==> images/congestion.png <==
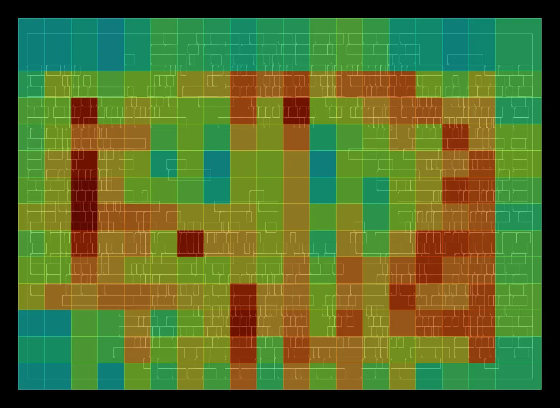
==> images/detail.png <==
The bar under the picture is 5 um long. Region (58, 58) to (78, 78) um. Cells in grey, sequential cells in the stronger grey; small squares are vias.
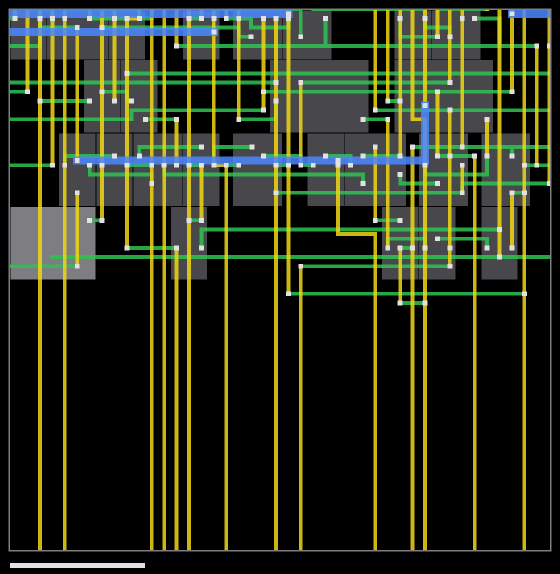
==> images/logic_types.png <==
The bar under the picture is 50 um long.
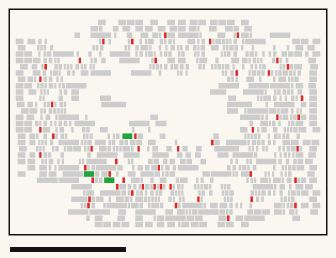
==> images/flops_by_reg.png <==
The bar under the picture is 50 um long. Other sequential cells in the stronger grey, the rest of the logic in the fainter grey.
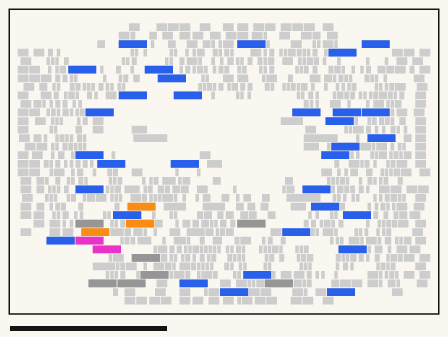
==> images/wires.png <==
The bar under the picture is 50 um long.
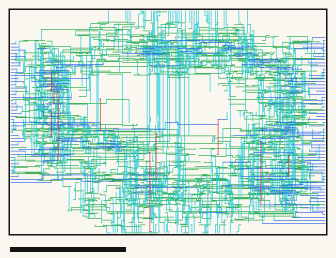
[config.mk]
export PLATFORM = sky130hd
export DESIGN_NAME = mux_sel_reg
export DESIGN_NICKNAME = d
export VERILOG_FILES = /design/src/rtl/mux_pkg.sv /design/src/rtl/mux_n_comb.sv /design/src/rtl/mux_sel_reg.sv
export SDC_FILE = /design/constraint.sdc
export NUM_CORES = 1
export LEC_CHECK = 0
export ABC_AREA = 1
export CORE_ASPECT_RATIO = 0.7
export CORE_MARGIN = 2
export CORE_UTILIZATION = 33
export CTS_BUF_LIST = sky130_fd_sc_hd__clkbuf_4 sky130_fd_sc_hd__clkbuf_8
export DETAILED_ROUTE_END_ITERATION = 16
export MAX_ROUTING_LAYER = met4
export PLACE_DENSITY = 0.78
export SYNTH_ARGS = -nofsm -noshare
export SYNTH_HDL_FRONTEND = slang
export SYNTH_SLANG_ARGS = --single-unit
export TNS_END_PERCENT = 50
[constraint.sdc]
create_clock -name clk -period 2.2 [get_ports clk]
set_input_delay 0.22 -clock clk [delete_from_list [all_inputs] [get_ports clk]]
set_output_delay 0.22 -clock clk [all_outputs]
set_load 0.005 [all_outputs]
[src/rtl/mux_pkg.sv]
// Shared constants and FSM encoding for the registered operand selector.
package mux_pkg;

    // Default datapath geometry
    localparam int unsigned DEF_WIDTH = 32;
    localparam int unsigned DEF_SEL_W = 3;

    // Named channel slots used by the datapath
    localparam int unsigned IDX_CONST4 = 1;  // PC+4 increment slot
    localparam int unsigned CONST4_VAL = 4;

    // Selector FSM encoding
    typedef logic [1:0] state_t;
    localparam state_t ST_IDLE  = 2'd0;
    localparam state_t ST_SWEEP = 2'd1;
    localparam state_t ST_DONE  = 2'd2;

endpackage

[src/rtl/mux_n_comb.sv]
// Combinational N-way channel select with optional constant slot and
// fallback to a default channel for out-of-range selectors.
module mux_n_comb #(
    parameter int unsigned WIDTH       = 32,
    parameter int unsigned N_IN        = 5,
    parameter int unsigned SEL_W       = 3,
    parameter bit          CONST_EN    = 1'b1,
    parameter int unsigned CONST_IDX   = 1,
    parameter int unsigned CONST_VAL   = 4,
    parameter int unsigned DEFAULT_IDX = 0
) (
    input  logic [SEL_W-1:0]      sel,
    input  logic [N_IN*WIDTH-1:0] data_in,
    output logic [WIDTH-1:0]      data,
    output logic [SEL_W-1:0]      idx,
    output logic                  out_of_range
);

    // Resolve the effective index, then pick that channel (or the constant)
    always_comb begin
        idx          = sel;
        out_of_range = 1'b0;
        if (32'(sel) >= N_IN) begin
            idx          = SEL_W'(DEFAULT_IDX);
            out_of_range = 1'b1;
        end
        data = '0;
        for (int unsigned k = 0; k < N_IN; k++) begin
            if (idx == SEL_W'(k)) begin
                if (CONST_EN && (k == CONST_IDX)) begin
                    data = WIDTH'(CONST_VAL);
                end else begin
                    data = data_in[k*WIDTH +: WIDTH];
                end
            end
        end
    end

endmodule

[src/rtl/mux_sel_reg.sv]
// Registered N-way operand selector with sticky range error and a debug
// sweep mode that streams every channel out on successive cycles.
module mux_sel_reg
    import mux_pkg::*;
#(
    parameter int unsigned WIDTH       = DEF_WIDTH,
    parameter int unsigned N_IN        = 5,
    parameter int unsigned SEL_W       = DEF_SEL_W,
    parameter bit          CONST_EN    = 1'b1,
    parameter int unsigned CONST_IDX   = IDX_CONST4,
    parameter int unsigned CONST_VAL   = CONST4_VAL,
    parameter int unsigned DEFAULT_IDX = 0
) (
    input  logic                  clk,
    input  logic                  reset,
    input  logic                  load,
    input  logic [SEL_W-1:0]      selector,
    input  logic [N_IN*WIDTH-1:0] data_in,
    input  logic                  sweep_start,
    input  logic                  err_clr,
    output logic [WIDTH-1:0]      data_out,
    output logic                  out_valid,
    output logic [SEL_W-1:0]      out_idx,
    output logic                  sel_err,
    output logic                  sweep_busy,
    output logic                  sweep_done
);

    if (N_IN < 2 || N_IN > (1 << SEL_W) || CONST_IDX >= N_IN || DEFAULT_IDX >= N_IN)
    begin : g_param_check
        $fatal(1, "mux_sel_reg: illegal N_IN/SEL_W/CONST_IDX/DEFAULT_IDX combination");
    end

    state_t           state_q;
    logic [SEL_W-1:0] cnt_q;

    logic [WIDTH-1:0] load_data;
    logic [SEL_W-1:0] load_idx;
    logic             load_oor;
    logic [WIDTH-1:0] sweep_data;
    logic [SEL_W-1:0] sweep_idx;
    logic             sweep_oor_unused;  // counter never leaves 0..N_IN-1

    logic start_accept;
    logic load_accept;
    logic last_emit;

    // Sweep start wins over a same-cycle load; loads outside IDLE are dropped
    assign start_accept = (state_q == ST_IDLE) && sweep_start;
    assign load_accept  = (state_q == ST_IDLE) && load && !sweep_start;
    assign last_emit    = (state_q == ST_SWEEP) && (cnt_q == SEL_W'(N_IN - 1));

    mux_n_comb #(
        .WIDTH       (WIDTH),
        .N_IN        (N_IN),
        .SEL_W       (SEL_W),
        .CONST_EN    (CONST_EN),
        .CONST_IDX   (CONST_IDX),
        .CONST_VAL   (CONST_VAL),
        .DEFAULT_IDX (DEFAULT_IDX)
    ) u_load_mux (
        .sel          (selector),
        .data_in      (data_in),
        .data         (load_data),
        .idx          (load_idx),
        .out_of_range (load_oor)
    );

    mux_n_comb #(
        .WIDTH       (WIDTH),
        .N_IN        (N_IN),
        .SEL_W       (SEL_W),
        .CONST_EN    (CONST_EN),
        .CONST_IDX   (CONST_IDX),
        .CONST_VAL   (CONST_VAL),
        .DEFAULT_IDX (DEFAULT_IDX)
    ) u_sweep_mux (
        .sel          (cnt_q),
        .data_in      (data_in),
        .data         (sweep_data),
        .idx          (sweep_idx),
        .out_of_range (sweep_oor_unused)
    );

    // FSM, sweep counter and output registers
    always_ff @(posedge clk or negedge reset) begin
        if (!reset) begin
            state_q    <= ST_IDLE;
            cnt_q      <= '0;
            data_out   <= '0;
            out_idx    <= '0;
            out_valid  <= 1'b0;
            sweep_busy <= 1'b0;
            sweep_done <= 1'b0;
        end else begin
            case (state_q)
                ST_IDLE: begin
                    sweep_done <= 1'b0;
                    out_valid  <= load_accept;
                    if (start_accept) begin
                        state_q    <= ST_SWEEP;
                        cnt_q      <= '0;
                        sweep_busy <= 1'b1;
                    end else if (load_accept) begin
                        data_out <= load_data;
                        out_idx  <= load_idx;
                    end
                end
                ST_SWEEP: begin
                    data_out  <= sweep_data;
                    out_idx   <= sweep_idx;
                    out_valid <= 1'b1;
                    if (last_emit) begin
                        state_q <= ST_DONE;
                        cnt_q   <= '0;
                    end else begin
                        cnt_q <= cnt_q + SEL_W'(1);
                    end
                end
                ST_DONE: begin
                    out_valid  <= 1'b0;
                    sweep_busy <= 1'b0;
                    sweep_done <= 1'b1;
                    state_q    <= ST_IDLE;
                end
                default: begin
                    state_q    <= ST_IDLE;
                    cnt_q      <= '0;
                    out_valid  <= 1'b0;
                    sweep_busy <= 1'b0;
                    sweep_done <= 1'b0;
                end
            endcase
        end
    end

    // Sticky range error: a bad accepted load beats a same-cycle clear
    always_ff @(posedge clk or negedge reset) begin
        if (!reset) begin
            sel_err <= 1'b0;
        end else if (load_accept && load_oor) begin
            sel_err <= 1'b1;
        end else if (err_clr) begin
            sel_err <= 1'b0;
        end
    end

endmodule
==> impl_metrics.csv <==
group,metric,value,unit
yosys,syn_avg_cell_area,5.98,um2
cells_and_area,finish.instance_area,0.00610,mm2
routing,dr.pass1.iters,5,
yosys,synthCells,675,
worst_setup_path,cp_top_family,"simple AND/OR/NAND/NOR gates",
clock_network,cts_tree,"yes",
timing,tns,0,ps
pwr,peakVddDrop,691,uV
pwr,power_switching,3.47,mW
clock_network,worstSkewPairLatency,300,ps
pwr,p_int,3.90,mW
cells_and_area,final_util,51.7,%
timing,post-route-period-util,83.2,%
run,warning_count,60,
routing,wirelength,16000,um
outcome,status,"completed",
timing,fmaxAchievable,547,MHz
cells_and_area,n_antenna_cell,0,
yosys,syn-cell-area,0.00404,mm2
routing,num_vias,5272,
pwr,comb_power_share,68.4,%
timing,whs,436,ps
worst_setup_path,cpMaxStageDelayCell,"dfrtp_1",
timing,tightest_slew,595,ps
worst_setup_path,cp-endpoint,"data_out[15]",
routing,wl_per_cell,16.1,um
die,die_x,136,um
pwr,clock_power,0.873,mW
global_routing,grt_use_total,24.8,%
timing,fin_ws,370,ps
pwr,finalPower,7.37,mW
timing,rsz0062_at_grt,"false",
yosys,yosysMostFrequentCell,"nand2_1",
clock_network,cts_max_level,2,
routing,final_antenna_net_count,0,
hold_path,min_path_type,"primary input to async pin",
yosys,yosys.area.top_type,"nand2_1",
worst_setup_path,r2r_cells,11,
timing,setup_viol,0,
yosys,synth_cell_type_count,29,
pwr,top_power_group,"combinational cells",
cells_and_area,syn_to_final_growth,51.2,%
clock_network,numCtsBuffers,5,
worst_setup_path,cp-startpoint,"cnt_q[1]",
timing,fin_worst_skew,4.56,ps
worst_setup_path,endpoint_kind,"register",
pwr,p_comb,5.04,mW
yosys,ys_sh_xor,0.217,%
worst_setup_path,r2r_end,"data_out[15]",
yosys,yosys_most_used_dff,"dfrtp_1",
die,io_pins,207,
worst_setup_path,cp.arrival,2030,ps
yosys,synthAoiAreaFrac,5.83,%
routing,drt-initial-drc-count,486,
worst_setup_path,critPathKind,"register to register",
run,max_cap_viol_count,0,
place,gp_congestion,0.928,
cells_and_area,nets,1006,
yosys,synthTopCellsByCount,"nand2_1, nand3_1, dfrtp_1, inv_1, a21oi_1",
yosys,async_reset_ff_share,100,%
clock_network,ctsResizeCount,0,
global_routing,grt_pass1_vias,4812,
yosys,synthAdderAreaFrac,0.930,%
clock_network,clkTransAtPathRegs,90,ps
pwr,power.share.sequential,19.7,%
pwr,switching_share,47.1,%
place,post_dp_cell_area,0.00593,mm2
worst_setup_path,critPathBufInv,3,
place,place_ws,188,ps
Back to the opening pictures, congestion.png:
GR Util met3: 4.64%
met2 usage: 39.7%

Back to the opening pictures, detail.png:
Key: metal 3 = blue; metal 2 = yellow; metal 1 = green
25 logic cells have their middle in the window. Sequential cells in the window: 0. Most frequent: nand2_1 (13), nand3_1 (6).

Back to the opening pictures, logic_types.png:
Key: inverters = red [cells 48, most used inv_1, where spread over the die]; adder and majority cells = green [cells 3, most used ha_1]
Comb area share: 40.9%
most frequent logic cell in the layout: nand2_1
fin cells: 993

Back to the opening pictures, flops_by_reg.png:
Key: `state_q` = magenta [placed flops 2]; `cnt_q` = orange [placed flops 3]; `data_out` = blue [placed flops 32, where spread over the die]
power consumed by sequential cells: 1.45 mW
Reg area: 0.00110 mm2
Seq area share: 18.0%

Back to the opening pictures, wires.png:
Key: metal 1 = green [wire length 7100 um]; metal 3 = blue [wire length 1940 um]; metal 4 = red [wire length 175 um]; metal 2 = cyan [wire length 6810 um]

==> metal layers <==
layer	GRT usage [%]	part of all wire, %
met1	33.0	44
met2	39.7	42
met5	-	0
met3	4.64	12
met4	5.03	1.1
==> worst register-to-register path, delay by kind of cell (launching register included) <==
family | cells | cell delay (ps)
adder cells (fa/ha/maj) | 1 | 200
buffers and inverters | 3 | 470
flip-flops | 1 | 480
AND/OR/NAND/NOR | 7 | 590
==> final cells by class <==
cell class,instances,area [um2],share of cell area [%]
multi-input combinational,536,2490,40.9
clock inverter,3,90.1,1.48
timing repair buffer,200,1970,32.3
tap,157,196,3.22
inverter,48,180,2.95
sequential,44,1100,18.0
clock buffer,5,68.8,1.13
==> cells by family after synthesis <==
kind of cell	after synthesis
compound gates	45
xor+xnor	1
fa+ha+maj	3
buf+inv	95
flops	44
mux	1
simple gates	486
Power figures rest on the tool's default switching activity, not on a simulated workload.
